[config.mk]
export PLATFORM = sky130hd
export DESIGN_NAME = booth_mul_seq
export DESIGN_NICKNAME = d
export VERILOG_FILES = /design/src/rtl/booth_mul_seq.sv
export SDC_FILE = /design/constraint.sdc
export NUM_CORES = 1
export LEC_CHECK = 0
export ABC_CLOCK_PERIOD_IN_PS = 8000
export CAP_MARGIN = 20
export CORE_MARGIN = 4
export CORE_UTILIZATION = 50
export CTS_BUF_LIST = sky130_fd_sc_hd__clkbuf_2
export DETAILED_ROUTE_END_ITERATION = 16
export GPL_TIMING_DRIVEN = 0
export PLACE_DENSITY = 0.75
export SYNTH_ARGS = -nofsm -noshare
export SYNTH_HDL_FRONTEND = slang
export SYNTH_SLANG_ARGS = --single-unit
[constraint.sdc]
create_clock -name clock -period 8 [get_ports clock]
set_input_delay 1.6 -clock clock [delete_from_list [all_inputs] [get_ports clock]]
set_output_delay 1.6 -clock clock [all_outputs]
set_load 0.02 [all_outputs]
[src/rtl/booth_mul_seq.sv]
// Sequential radix-4 Booth multiplier that retires one Booth digit per clock.
// It handles signed or unsigned operands through a start/done handshake.
// Optional feature: define BOOTH_EARLY_TERM_EN to finish as soon as every
// remaining multiplier digit is zero. The result is the same either way.
module booth_mul_seq #(
    parameter int unsigned WIDTH = 32
) (
    input  logic                 clock,
    input  logic                 clear,
    input  logic                 start,
    input  logic                 is_signed,
    input  logic [WIDTH-1:0]     multiplicand,
    input  logic [WIDTH-1:0]     multiplier,
    output logic                 busy,
    output logic                 done,
    output logic [2*WIDTH-1:0]   product
);

    localparam int unsigned E_W   = WIDTH + 2;          // extended operand width
    localparam int unsigned ITER  = E_W / 2;            // Booth steps
    localparam int unsigned ACC_W = 2 * E_W;            // accumulator width
    localparam int unsigned Q_W   = E_W + 1;            // multiplier plus implicit bit
    localparam int unsigned K_W   = $clog2(ITER + 1);
    localparam int unsigned X_W   = E_W - WIDTH;
    localparam int unsigned MX_W  = ACC_W - WIDTH;

    typedef enum logic [1:0] {
        S_IDLE = 2'd0,
        S_RUN  = 2'd1,
        S_DONE = 2'd2
    } state_t;

    state_t             state_q;
    state_t             state_nxt;

    logic [ACC_W-1:0]   acc_q;
    logic [ACC_W-1:0]   m_q;        // multiplicand, pre-shifted by 2k
    logic [Q_W-1:0]     q_q;        // multiplier, shifted right by 2k; bit 0 is q[2k-1]
    logic [K_W-1:0]     k_q;

    logic [ACC_W-1:0]   m_cap;
    logic [Q_W-1:0]     q_cap;
    logic [ACC_W-1:0]   pp;
    logic [ACC_W-1:0]   acc_step;
    logic [Q_W-1:0]     q_step;
    logic               rest_zero;
    logic               last_step;
    logic               capture;
    logic               busy_nxt;
    logic               done_nxt;

    // Operand extension at capture: the sign bit is repeated only for signed operands.
    always_comb begin
        m_cap = {{MX_W{is_signed & multiplicand[WIDTH-1]}}, multiplicand};
        q_cap = {{X_W{is_signed & multiplier[WIDTH-1]}}, multiplier, 1'b0};
    end

    // Booth digit decode from the current bit triple.
    always_comb begin
        pp = '0;
        case (q_q[2:0])
            3'b001, 3'b010: pp = m_q;
            3'b011:         pp = m_q << 1;
            3'b100:         pp = -(m_q << 1);
            3'b101, 3'b110: pp = -m_q;
            default:        pp = '0;
        endcase
    end

    // Results of one step. The shift is arithmetic so the remaining bits stay sign-consistent.
    always_comb begin
        acc_step = acc_q + pp;
        q_step   = {{2{q_q[Q_W-1]}}, q_q[Q_W-1:2]};
    end

    // After a step, the remaining digits are all zero when the bits left are uniform.
`ifdef BOOTH_EARLY_TERM_EN
    always_comb begin
        rest_zero = (q_step == '0) || (&q_step);
    end
`else
    always_comb begin
        rest_zero = 1'b0;
    end
`endif

    // Final step detection: either the last digit or no nonzero digits remain.
    always_comb begin
        last_step = (k_q == K_W'(ITER - 1)) || rest_zero;
    end

    // State register.
    always_ff @(posedge clock) begin
        if (clear) begin
            state_q <= S_IDLE;
        end else begin
            state_q <= state_nxt;
        end
    end

    // Next-state logic. A start request is accepted in IDLE and in DONE.
    always_comb begin
        state_nxt = state_q;
        case (state_q)
            S_IDLE:  if (start) state_nxt = S_RUN;
            S_RUN:   if (last_step) state_nxt = S_DONE;
            S_DONE:  state_nxt = start ? S_RUN : S_IDLE;
            default: state_nxt = S_IDLE;
        endcase
    end

    // Output and control decode. The busy and done values are one cycle ahead of the registers.
    always_comb begin
        capture  = 1'b0;
        busy_nxt = 1'b0;
        done_nxt = 1'b0;
        capture  = start && (state_q != S_RUN);
        busy_nxt = (state_nxt == S_RUN);
        done_nxt = (state_nxt == S_DONE);
    end

    // Registered handshake outputs.
    always_ff @(posedge clock) begin
        if (clear) begin
            busy <= 1'b0;
            done <= 1'b0;
        end else begin
            busy <= busy_nxt;
            done <= done_nxt;
        end
    end

    // Datapath: capture the operands, run one Booth step per cycle, and load the product on the last step.
    always_ff @(posedge clock) begin
        if (clear) begin
            acc_q   <= '0;
            m_q     <= '0;
            q_q     <= '0;
            k_q     <= '0;
            product <= '0;
        end else if (capture) begin
            acc_q <= '0;
            m_q   <= m_cap;
            q_q   <= q_cap;
            k_q   <= '0;
        end else if (state_q == S_RUN) begin
            acc_q <= acc_step;
            m_q   <= m_q << 2;
            q_q   <= q_step;
            k_q   <= k_q + K_W'(1);
            if (last_step) begin
                product <= acc_step[2*WIDTH-1:0];
            end
        end
    end

endmodule

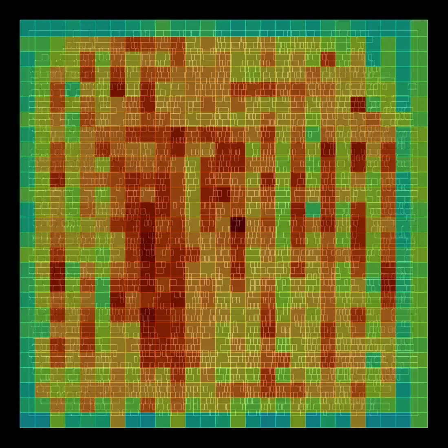
Run 1: routing congestion map
GR met1 Demand/Resource: 44.50%
post-layout util: 58.70%
global routing usage on met2: 50.18%
WL/cell: 20.93 µm

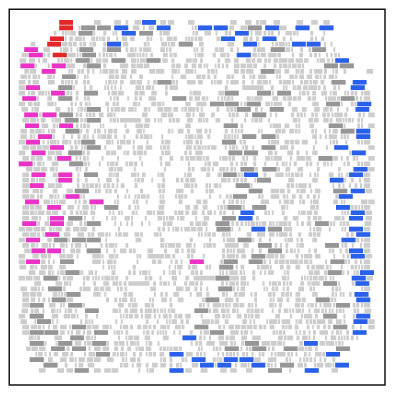
Run 1: where the registers sit
Drawn at 2 px/µm. Other sequential cells in the stronger gray, the rest of the logic in the fainter gray.
q_q: shown in magenta, flops 35. product: shown in blue, flops 64. k_q: shown in red, flops 5, where upper left.
Seq group: 1.27 mW
sequential portion of the cell area: 25.50%
Sequential Area: 4725 µm²

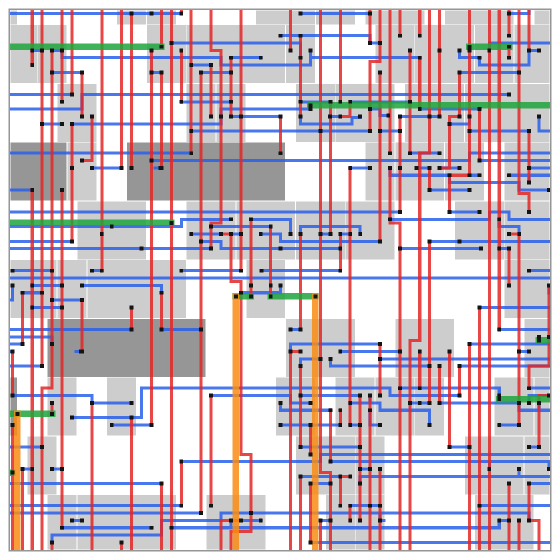
Run 1: layout detail
Region (128, 128) to (153, 153) µm. Cells in gray, sequential cells in the stronger gray; small squares are vias.
metal 3: shown in green. metal 1: shown in blue. metal 2: shown in red. metal 4: shown in orange.
Sequential cells in the window: 2. 53 logic cells have their middle in the window. Netlist names of flops here include acc_q (2). Most frequent: a21o_1 (9), a21oi_1 (8), nand2_1 (8).

==> run 1: cell families (layout without fill, tap and decap cells) <==
kind of cell,count (synthesis),after routing,share of synthesized area (%)
fa+ha+maj,68,68,5.353
xor+xnor,147,147,8.030
flops,236,236,29.47
mux,76,76,4.815
simple gates,773,773,21.34
other cells,0,3,0
compound gates,678,678,25.82
buf+inv,216,461,5.166
==> run 1: flip-flops by register name (all words and copies together), names as in the netlist <==
| name | flops |
|---|---|
| state_q | 2 |
| acc_q | 64 |
| busy | 1 |
| done | 1 |
| k_q | 5 |
| m_q | 64 |
| product | 64 |
| q_q | 35 |
==> run 1: worst paths after layout <==
kind / startpoint / end / slack, ns / depth (start not counted)
setup reg to reg: q_q[1] / acc_q[63] / 0.70 / 21
setup / recovery: q_q[1] / acc_q[63] / 0.70 / 21
hold / removal: product[8] / product[8] / 0.45 / 2
hold reg to reg: product[8] / product[8] / 0.45 / 2
==> run 1: synth_stat cells, drive strengths merged, types with 13 or more instances <==
| cell type | count |
|---|---|
| nand2 | 397 |
| a21oi | 251 |
| dfxtp | 236 |
| nor2 | 176 |
| clkbuf | 159 |
| o21ai | 149 |
| xnor2 | 79 |
| a211oi | 76 |
| xor2 | 68 |
| ha | 67 |
| mux2i | 67 |
| nor3 | 36 |
| a21o | 35 |
| inv | 31 |
| a22oi | 27 |
| buf | 26 |
| nand3 | 25 |
| or3 | 24 |
| nand4 | 23 |
| a31oi | 18 |
| o22ai | 18 |
| nand2b | 16 |
| a221oi | 13 |
| nor4 | 13 |
==> run 1: layer usage <==
layer / share of wire [%] / up-vias / wire length [µm]
met4: 3.9 / 0 / 2306
li1: - / 8233 / -
met3: 9.9 / 152 / 5892
met5: 0 / - / 0
met1: 44 / 8241 / 25900
met2: 43 / 838 / 25420
==> impl_metrics.toml, run 1 <==
# implementation run metrics
[finish]
comb_share_pct = 56.58
buf_share_pct = 11.04
nClkBuffers = 94
fin_area_um2 = 18520
syn2layout_area_growth_pct = 15.54
final_common_cell = "nand2_1"
inverters = 31
nFlopsAndLatches = 236
buffers = 319
num-multi-input-gates = 1742
fin_nets = 2532
num-fill-cells = 3131
largest_class = "combinational gates"
final_cells = 2844
mi_logic_area_um2 = 10480
drive_above_1_share_pct = 5.904
lay_top_cells = "nand2_1, a21oi_1, dfxtp_1, nor2_1, clkbuf_1"
antenna_cells = 3
clkCellAreaFrac_pct = 3.492

[setup_path]
cp_data_required_time_ns = 8.79
path_max_fanout = 10
slowest_delay_ns = 0.70
critPathLaunchType = "flip-flop"
cp-end-kind = "flip-flop"
worst_ep_arrival_time_ns = 8.09
cp_cell_sequence = "clkbuf_1 -> inv_2 -> nor2_1 -> nand2_1 -> clkbuf_1 -> o21ai_0 -> a22oi_1 -> o21ai_0 -> ha_1 -> clkbuf_1 -> nand2_1 -> nor3_1 -> nand2_1 -> o21ai_0 -> nand4_1 -> a2111oi_0 -> o211ai_1 -> a31oi_1 -> a41o_1 -> xnor2_1 -> o21ai_0"
crit_top_cell = "o21ai_0"
cp_num_buf_inv = 4
crit_family = "AND-OR/OR-AND gates"
path_class = "flip-flop to flip-flop"
crit_path_top_delay_cell = "clkbuf_1"

[placed_design]
routabilityCongestion = 1.027
post-place-ws_ns = 1.099
dpl_cell_area_um2 = 17860
dp_hpwl_um = 44820
dp_cells = 2729

[final_timing]
hold_viol_final = 0
fin_skew_ns = 0.06610
fin_crit_sh_pct = 91.23
setup_slack_ns = 0.7012
setup_violations = 0
rsz0062_at_grt = "no"
worstMarginPinSlew_ns = 1.111
slew-limit-headroom_pct = 25.39
final-max-slew-violation-count = 0
max_freq_mhz = 137.0
period_needed_ns = 7.299
tns_ns = 0
whs_ns = 0.4530

[cts]
ctsHoldBuffers = 0
cts_resized = 0
cts_buffers = 66
cts_root_buffer = "clkbuf_2"
clock_latency_ns = 0.93
clkSinkCount = 236
post_cts_buffers = 0
clk_path_buf_depth = 3
htree_levels = 3
path_clk_slew_ns = 0.10

[floorplan]
fp.dieW_um = 187.1
rows = 65
core_area_um2 = 31560
die_h_um = 187.1
io_pins = 134
fp_util_pct = 50.81
num_tap_cells = 402
die-area_um2 = 35000

[route]
drtAntennaViolNets = 0
dr.pass1.iters = 8
drc_errors = 0
drtIter0Drc = 1696
vias = 17460
routed_wl_um = 59510
vias_per_cell = 6.141

[logic_synthesis]
synth_cell_types = 74
edf_count = 0
yosys_area_um2 = 16030
fp_nets = 2330
synthCells = 2194
ys_seq_share_pct = 29.47
synth_top_area_share_pct = 29.47
synth_area_um2 = 16030
yosysTopAreaCell = "dfxtp_1"
area_leaders = "dfxtp_1, nand2_1, a21oi_1"
async_reset_ff_share_pct = 0
ys_cells = 2194
syn_area_per_cell_um2 = 7.308
ys.flop_type = "dfxtp_1"
ys.flops = 236

[worst_hold_path]
min_path_type = "flip-flop to flip-flop"

[grt]
met3_usage_pct = 6.812
grtUsageTotal_pct = 32.44
grt_pass1_wl_um = 91450
grt_max_degree = 11
grt_antenna_before_repair = 2
overflow = 0
grt-busiest-layer = "met2"
first_global_vias = 16380

[job]
drv_cap = 0
warning_count = 28

[power]
clk-power_mw = 0.985
p_leak_nw = 7.204
pwr-share-clk_pct = 30.5
vdd_ir_drop_max_v = 0.0001197
power-top-group = "sequential cells"
p_sw_mw = 1.233
finalPower_mw = 3.225
power_frac_seq_pct = 39.5
internal_power_mw = 1.992
comb_power_share_pct = 29.9
powerComb_mw = 0.966
switching_share_pct = 38.23

[outcome]
status = "completed"
Run 1, gate families picked out:
Drawn at 1.5 px/µm.
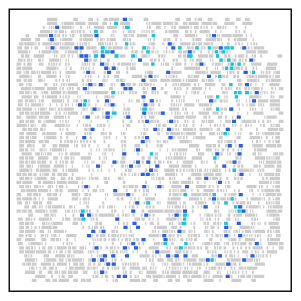

--- run 2 (diff from run 1) ---
- CORE_ASPECT_RATIO: not set -> 1.25
- RECOVER_POWER: not set -> 100
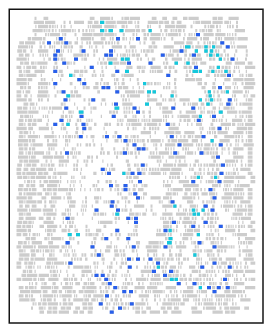
Run 2: gate families picked out
Drawn at 1.5 px/µm.
xor and xnor cells: shown in blue, cells 147, where widely spread. non-inverting ao/oa cells: shown in cyan, cells 64.

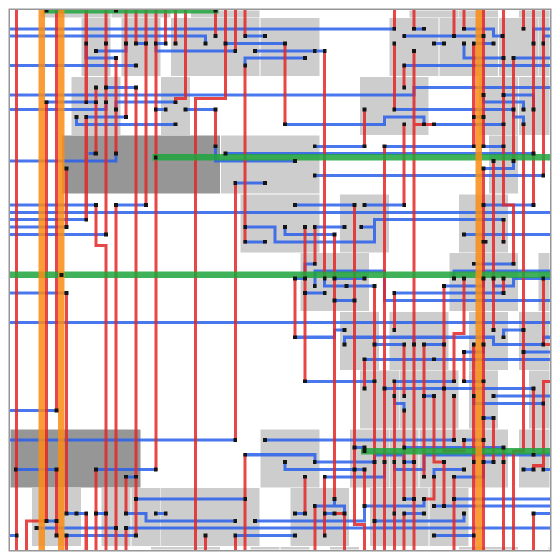
Run 2: layout detail
Region (114, 144) to (139, 169) µm. Cells in gray, sequential cells in the stronger gray; small squares are vias.
metal 1: shown in blue. metal 4: shown in orange. metal 3: shown in green. metal 2: shown in red.
Most frequent: a21o_1 (6), a21oi_1 (6), nand2_1 (5). 41 logic cells have their middle in the window. Netlist names of flops here include acc_q (2). Sequential cells in the window: 2.

==> run 2 against run 1 <==
Die size about the same. Total power decreased by 5.0%. Cell count about the same. Utilization decreased by 0.68 points. Synthesized cell count unchanged. Flip-flop count unchanged. Maximum frequency decreased by 1.6%. Clock power decreased by 16%. Worst hold slack got worse by 0.014 ns. Critical path type unchanged. Critical endpoint is now product[62]. Largest power group unchanged.
==> impl_metrics.toml, run 2 <==
# implementation run metrics
[route]
vias = 17270
avgRoutedWirePerCell_um = 21.46
routed_wl_um = 61010
vias_per_cell = 6.075
dr.pass1.iters = 5
drtAntennaViolNets = 0
drtIter0Drc = 1510
drc_errors = 0

[worst_hold_path]
min_to = "q_q[17]"
hp-start = "q_q[19]"
hold_path_depth = 2
min_path_type = "flip-flop to flip-flop"

[logic_synthesis]
ys.flop_type = "dfxtp_1"
area_leaders = "dfxtp_1, nand2_1, a21oi_1"
edf_count = 0
async_reset_ff_share_pct = 0
ys_seq_share_pct = 29.47
ys_cells = 2194
synth_top_area_share_pct = 29.47
syn_area_per_cell_um2 = 7.308
ys.flops = 236
synthCells = 2194
synth.most_common_cell = "nand2_1"
yosys_area_um2 = 16030
fp_nets = 2330
synth_area_um2 = 16030
ys_warn_count = 0
synthTopCellsByCount = "nand2_1, a21oi_1, dfxtp_1"
yosysTopAreaCell = "dfxtp_1"
synth_cell_types = 74

[setup_path]
cp-end-kind = "flip-flop"
crit_family = "simple AND/OR/NAND/NOR gates"
cp_data_required_time_ns = 8.89
crit_top_cell = "or3_1"
r2r_cells = 20
crit_path_top_delay_cell = "nor4b_4"
r2r_slack_ns = 0.58
reg2reg_from = "m_q[25]"
startpoint = "m_q[25]"
r2r-end = "product[62]"
path_max_fanout = 10
slowest_delay_ns = 0.71
path_class = "flip-flop to flip-flop"
critPathLaunchType = "flip-flop"
worst_ep_arrival_time_ns = 8.31
cp_cell_sequence = "buf_2 -> or4_1 -> nor3_1 -> nor4b_4 -> nand2_4 -> or2_0 -> or3_1 -> or3_1 -> xor2_1 -> a221oi_1 -> a31oi_1 -> ha_1 -> clkbuf_1 -> and3_1 -> or4b_2 -> o2111a_1 -> a311oi_1 -> a41oi_1 -> xnor2_1 -> a22o_1"
cp_num_buf_inv = 2

[power]
switching_share_pct = 39.28
clk-power_mw = 0.824
vdd_ir_drop_max_v = 0.0001142
pwr-share-clk_pct = 26.9
pg_seq_mw = 1.27
comb_power_share_pct = 31.6
powerComb_mw = 0.967
power-top-group = "sequential cells"
power_frac_seq_pct = 41.5
p_leak_nw = 7.348
internal_power_mw = 1.860
p_sw_mw = 1.204

[cts]
post_cts_buffers = 0
cts_resized = 0
ctsHoldBuffers = 0
cts_root_buffer = "clkbuf_2"
clock_latency_ns = 0.99
path_clk_slew_ns = 0.12
clk_path_buf_depth = 3
cts_buffers = 58
clkSinkCount = 236
htree_levels = 2

[floorplan]
die_h_um = 208.2
core_area_um2 = 31690
io_pins = 134
die-area_um2 = 35010
rows = 73
fp.dieW_um = 168.2
fp_util_pct = 50.59

[job]
drv_cap = 0
warning_count = 28

[finish]
reg.largest.list = "acc_q (64), m_q (64), product (64)"
final_cells = 2843
syn2layout_area_growth_pct = 14.70
post-route-util_pct = 58.02
final_common_cell = "nand2_1"
drive_above_1_share_pct = 5.189
fin_nets = 2525
lay_top_cells = "nand2_1, a21oi_1, dfxtp_1, nor2_1, clkbuf_1"

[final_timing]
worstMarginPinSlew_ns = 1.143
final-max-slew-violation-count = 0
hold_viol_final = 0
tns_ns = 0
period_needed_ns = 7.421
rsz0062_at_grt = "no"
fin_crit_sh_pct = 92.76
setup_violations = 0
slew-limit-headroom_pct = 23.55
fin_skew_ns = 0.08996
max_freq_mhz = 134.8

[grt]
grt_pass1_wl_um = 92420
grtUsageTotal_pct = 33.23
grt_antenna_before_repair = 2
grt_max_degree = 16
overflow = 0
first_global_vias = 16560

[outcome]
status = "completed"

[placed_design]
dp_hpwl_um = 46550
routabilityCongestion = 1.009
dp_cells = 2740
-- run 2: metrics by stage --
step,instance area [µm²],setup WS [ns],total power [mW],hold slack [ns]
after detailed placement,17890,0.8994,2.238,0.4488
final,18390,0.5792,3.064,0.4386
after global routing,18390,0.2826,3.218,0.4752
after global placement,17870,0.9329,2.227,0.4424
after CTS,18400,0.9583,3.055,0.4448
after floorplan,16030,2.170,1.926,0.4315
-- run 2: area by class of cell --
class                   count  area (µm²)
diodes                      3       7.507
multi-input cells        1742       10470
repair buffers            135        1340
well taps                 412       515.5
flip-flops and latches    236        4725
clock inverters            16       92.59
inverters                  31       116.4
clock buffers              83       415.4
fillers                  3092       13300
plain buffers             185       711.9
-- run 2: how the worst max path moves through the flow --
stage          slack, ns  cells after the start           to
6_report            0.58                     20  product[62]
5_1_grt             0.28                     20  product[62]
4_1_cts             0.96                     20  product[62]
3_5_place_dp        0.90                     20  product[62]
3_3_place_gp        0.93                     20  product[62]
2_1_floorplan       2.17                     20  product[62]
-- run 2: cell families after synthesis --
logic type	after synthesis	share of synthesized area, %
AND-OR/OR-AND	678	25.82
XOR/XNOR	147	8.030
adder cells (fa/ha/maj)	68	5.353
buffers and inverters	216	5.166
flip-flops	236	29.47
multiplexers	76	4.815
AND/OR/NAND/NOR	773	21.34
-- run 2: layer usage --
| metal | GRT usage (%) | vias up | routed length [µm] |
|---|---|---|---|
| met5 | 0 | - | 0 |
| met4 | 14.05 | 0 | 2692 |
| met3 | 5.378 | 170 | 4444 |
| met2 | 56.10 | 748 | 28670 |
| met1 | 41.95 | 8155 | 25200 |
| li1 | - | 8199 | - |
-- run 2: tightest hold or removal path, delay by kind of cell, from the launching register on --
kind | cells | cell delay, ns
flops | 1 | 0.33
simple gates | 1 | 0.10
compound gates | 1 | 0.05
Run 2, routing congestion map:
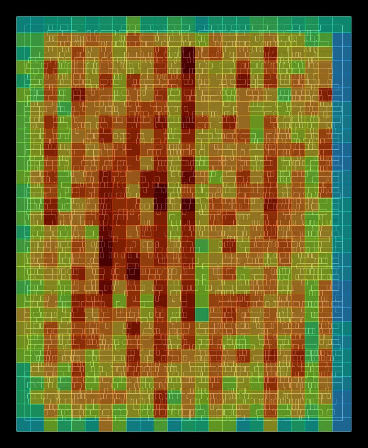

--- run 3 (diff from run 2) ---
- CORE_UTILIZATION: 50 -> 60
- PLACE_DENSITY: 0.75 -> 0.87
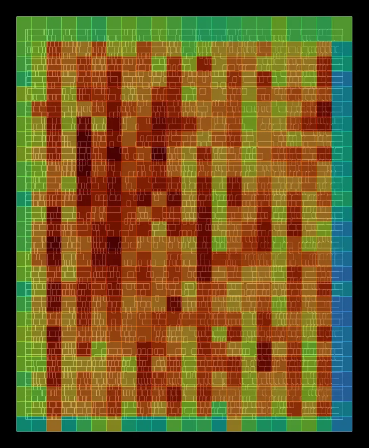
Run 3: routing congestion map
WL/cell: 21.98 µm
GR met1 Demand/Resource: 47.80%
grt met3 use: 8.422%

==> run 3 against run 2 <==
Flip-flop count unchanged. Cell count down 2.5%. Die size down 16%. Register-to-register slack worse by 0.05 ns. Maximum frequency down 0.69%. Final area down 0.33%. Critical path depth up 1. Total power up 1.3%. Sequential share of layout area up 0.084 points. Synthesized area unchanged. Utilization up 12 points. Largest power group unchanged.
==> impl_metrics.toml, run 3 <==
# implementation run metrics
[floorplan]
core_area_um2 = 26180
fp_util_pct = 61.25
fp.dieW_um = 154.2
die_h_um = 190.8
rows = 66
die-area_um2 = 29420
io_pins = 134

[power]
p_sw_mw = 1.220
internal_power_mw = 1.885
pwr-share-clk_pct = 27.5
comb_power_share_pct = 31.4
finalPower_mw = 3.105
vdd_ir_drop_max_v = 0.0001491
power_frac_seq_pct = 41.0
p_leak_nw = 7.348
power_density_nw_per_um2 = 169.4
switching_share_pct = 39.30

[setup_path]
cp_data_required_time_ns = 8.80
path_max_fanout = 10
critPathLaunchType = "flip-flop"
cp-end-kind = "flip-flop"
cp_cell_sequence = "clkbuf_1 -> inv_1 -> nor2_1 -> nand2_1 -> clkbuf_1 -> o21ai_0 -> a22oi_1 -> o21ai_0 -> ha_1 -> clkbuf_1 -> nand2_1 -> nor3_1 -> nand2_1 -> o21ai_0 -> nand4_1 -> a2111oi_0 -> o211ai_1 -> a31oi_1 -> a41o_1 -> xnor2_1 -> o21ai_0"
worst_ep_arrival_time_ns = 8.28
crit_path_top_delay_cell = "nor2_1"
r2r_slack_ns = 0.53
slowest_delay_ns = 0.75
crit_top_cell = "o21ai_0"
path_class = "flip-flop to flip-flop"

[final_timing]
setup_slack_ns = 0.5280
final-max-slew-violation-count = 0
period_needed_ns = 7.472
fin_crit_sh_pct = 93.40
setup_violations = 0
slew-limit-headroom_pct = 23.30
rsz0062_at_grt = "no"
fin_skew_ns = 0.05729
whs_ns = 0.4562
max_freq_mhz = 133.8
hold_viol_final = 0
tns_ns = 0
worstMarginPinSlew_ns = 1.146

[logic_synthesis]
ys_cells = 2194
ys.flop_type = "dfxtp_1"
synth_area_um2 = 16030
synth_cell_types = 74
area_leaders = "dfxtp_1, nand2_1, a21oi_1"
synthCells = 2194
syn_area_per_cell_um2 = 7.308
synth.most_common_cell = "nand2_1"
synth_top_area_share_pct = 29.47
async_reset_ff_share_pct = 0
yosysTopAreaCell = "dfxtp_1"
edf_count = 0
fp_nets = 2330
ys.flops = 236
ys_warn_count = 0
synthTopCellsByCount = "nand2_1, a21oi_1, dfxtp_1"
ys_seq_share_pct = 29.47
yosys_area_um2 = 16030

[grt]
grtUsageTotal_pct = 39.67
grt_max_degree = 15
overflow = 0
grt_pass1_wl_um = 92320
first_global_vias = 17210
grt_antenna_before_repair = 2

[route]
drtIter0Drc = 1893
drtAntennaViolNets = 0
vias_per_cell = 6.465
dr.pass1.iters = 7
routed.top_layer = "met4"
wl_met3_um = 6139
drc_errors = 0
wl_met2_um = 27310
routed_wl_um = 60910
vias = 17920
wl_met1_um = 23310

[job]
warning_count = 28
drv_cap = 0

[cts]
path_clk_slew_ns = 0.11
clk_path_buf_depth = 3
ctsHoldBuffers = 0
post_cts_buffers = 0
clock_latency_ns = 0.97
htree_levels = 2
cts_tree = "done"
clkSinkCount = 236
cts_buffers = 56
cts_root_buffer = "clkbuf_2"
cts_resized = 0

[placed_design]
dp_cells = 2667
post-place-ws_ns = 0.9040
port_buffers = 132
dp_hpwl_um = 45980
routabilityCongestion = 1.030
dpl_cell_area_um2 = 17790

[finish]
drive_above_1_share_pct = 5.103
fin_area_um2 = 18330
num-fill-cells = 2138
lay_top_cells = "nand2_1, a21oi_1, dfxtp_1, nor2_1, clkbuf_1"
fin_nets = 2523
post-route-util_pct = 70.02
reg.largest.list = "acc_q (64), m_q (64), product (64)"
syn2layout_area_growth_pct = 14.33
final_common_cell = "nand2_1"
final_cells = 2771

[outcome]
status = "completed"

[worst_hold_path]
min_path_type = "flip-flop to flip-flop"
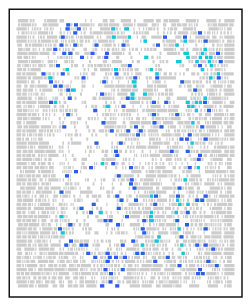
Run 3: gate families picked out
Drawn at 1.5 px/µm.
xor and xnor cells: shown in blue, cells 147. non-inverting ao/oa cells: shown in cyan, cells 64.

-- run 3: cell counts after synthesis --
No cell type changed its count.
-- run 3: area by class of cell --
cell class,count,area (µm²),area share (%)
Buffer,185,711.9,3.884
Antenna cell,1,2.502,0.01365
Tap cell,340,425.4,2.321
Clock inverter,22,141.4,0.7713
Timing Repair Buffer,135,1340,7.311
Inverter,31,116.4,0.6348
Multi-Input combinational cell,1742,10470,57.13
Sequential cell,236,4725,25.77
Clock buffer,79,395.4,2.157
-- run 3: logic make-up after synthesis --
logic type	count (synthesis)	synth area share (%)
simple gates	773	21.34
compound gates	678	25.82
flops	236	29.47
buf+inv	216	5.166
xor+xnor	147	8.030
mux	76	4.815
fa+ha+maj	68	5.353
-- run 3: final timing paths --
path	start	to	cells after the start
setup / recovery	q_q[1]	product[63]	21
hold / removal	product[35]	product[35]	2
setup reg to reg	q_q[1]	product[63]	21
hold reg to reg	product[35]	product[35]	2
-- run 3: critical path, delay by kind of cell, from the launching register on --
| family | cells | cell delay (ns) |
|---|---|---|
| compound gates | 9 | 2.78 |
| xor+xnor | 1 | 0.19 |
| fa+ha+maj | 1 | 0.18 |
| buf+inv | 4 | 1.82 |
| flops | 1 | 0.33 |
| simple gates | 6 | 2.01 |
-- run 3: power by group through the flow --
stage | clock, mW | combinational [mW] | sequential (mW)
after CTS | 0.856 | 0.940 | 1.27
after global placement | 0 | 0.916 | 1.30
final | 0.854 | 0.976 | 1.27
after floorplan | 0 | 0.640 | 1.29
after detailed placement | 0 | 0.934 | 1.30
after global routing | 0.913 | 1.04 | 1.28
-- run 3: per-layer routing --
layer | global-route usage [%] | vias to the layer above
met1 | 47.80 | 8393
met3 | 8.422 | 276
met4 | 22.77 | 0
met2 | 65.42 | 1027
met5 | 0 | -
li1 | - | 8219

## Gallery

Met1 routing.
Drawn at 1.5 px/µm.
Plate I
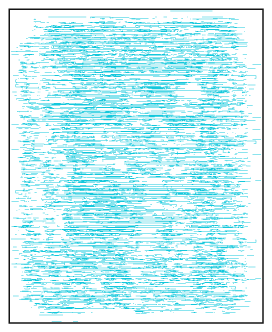
Plate II
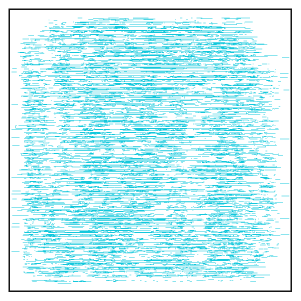
Plate II is run 1.
Plate I is run 2.

Key to Plate II:
The layer holds 44% of the routed length. The wires run mostly horizontal.

No activity file was given, so power comes from the tool's default toggle rates.
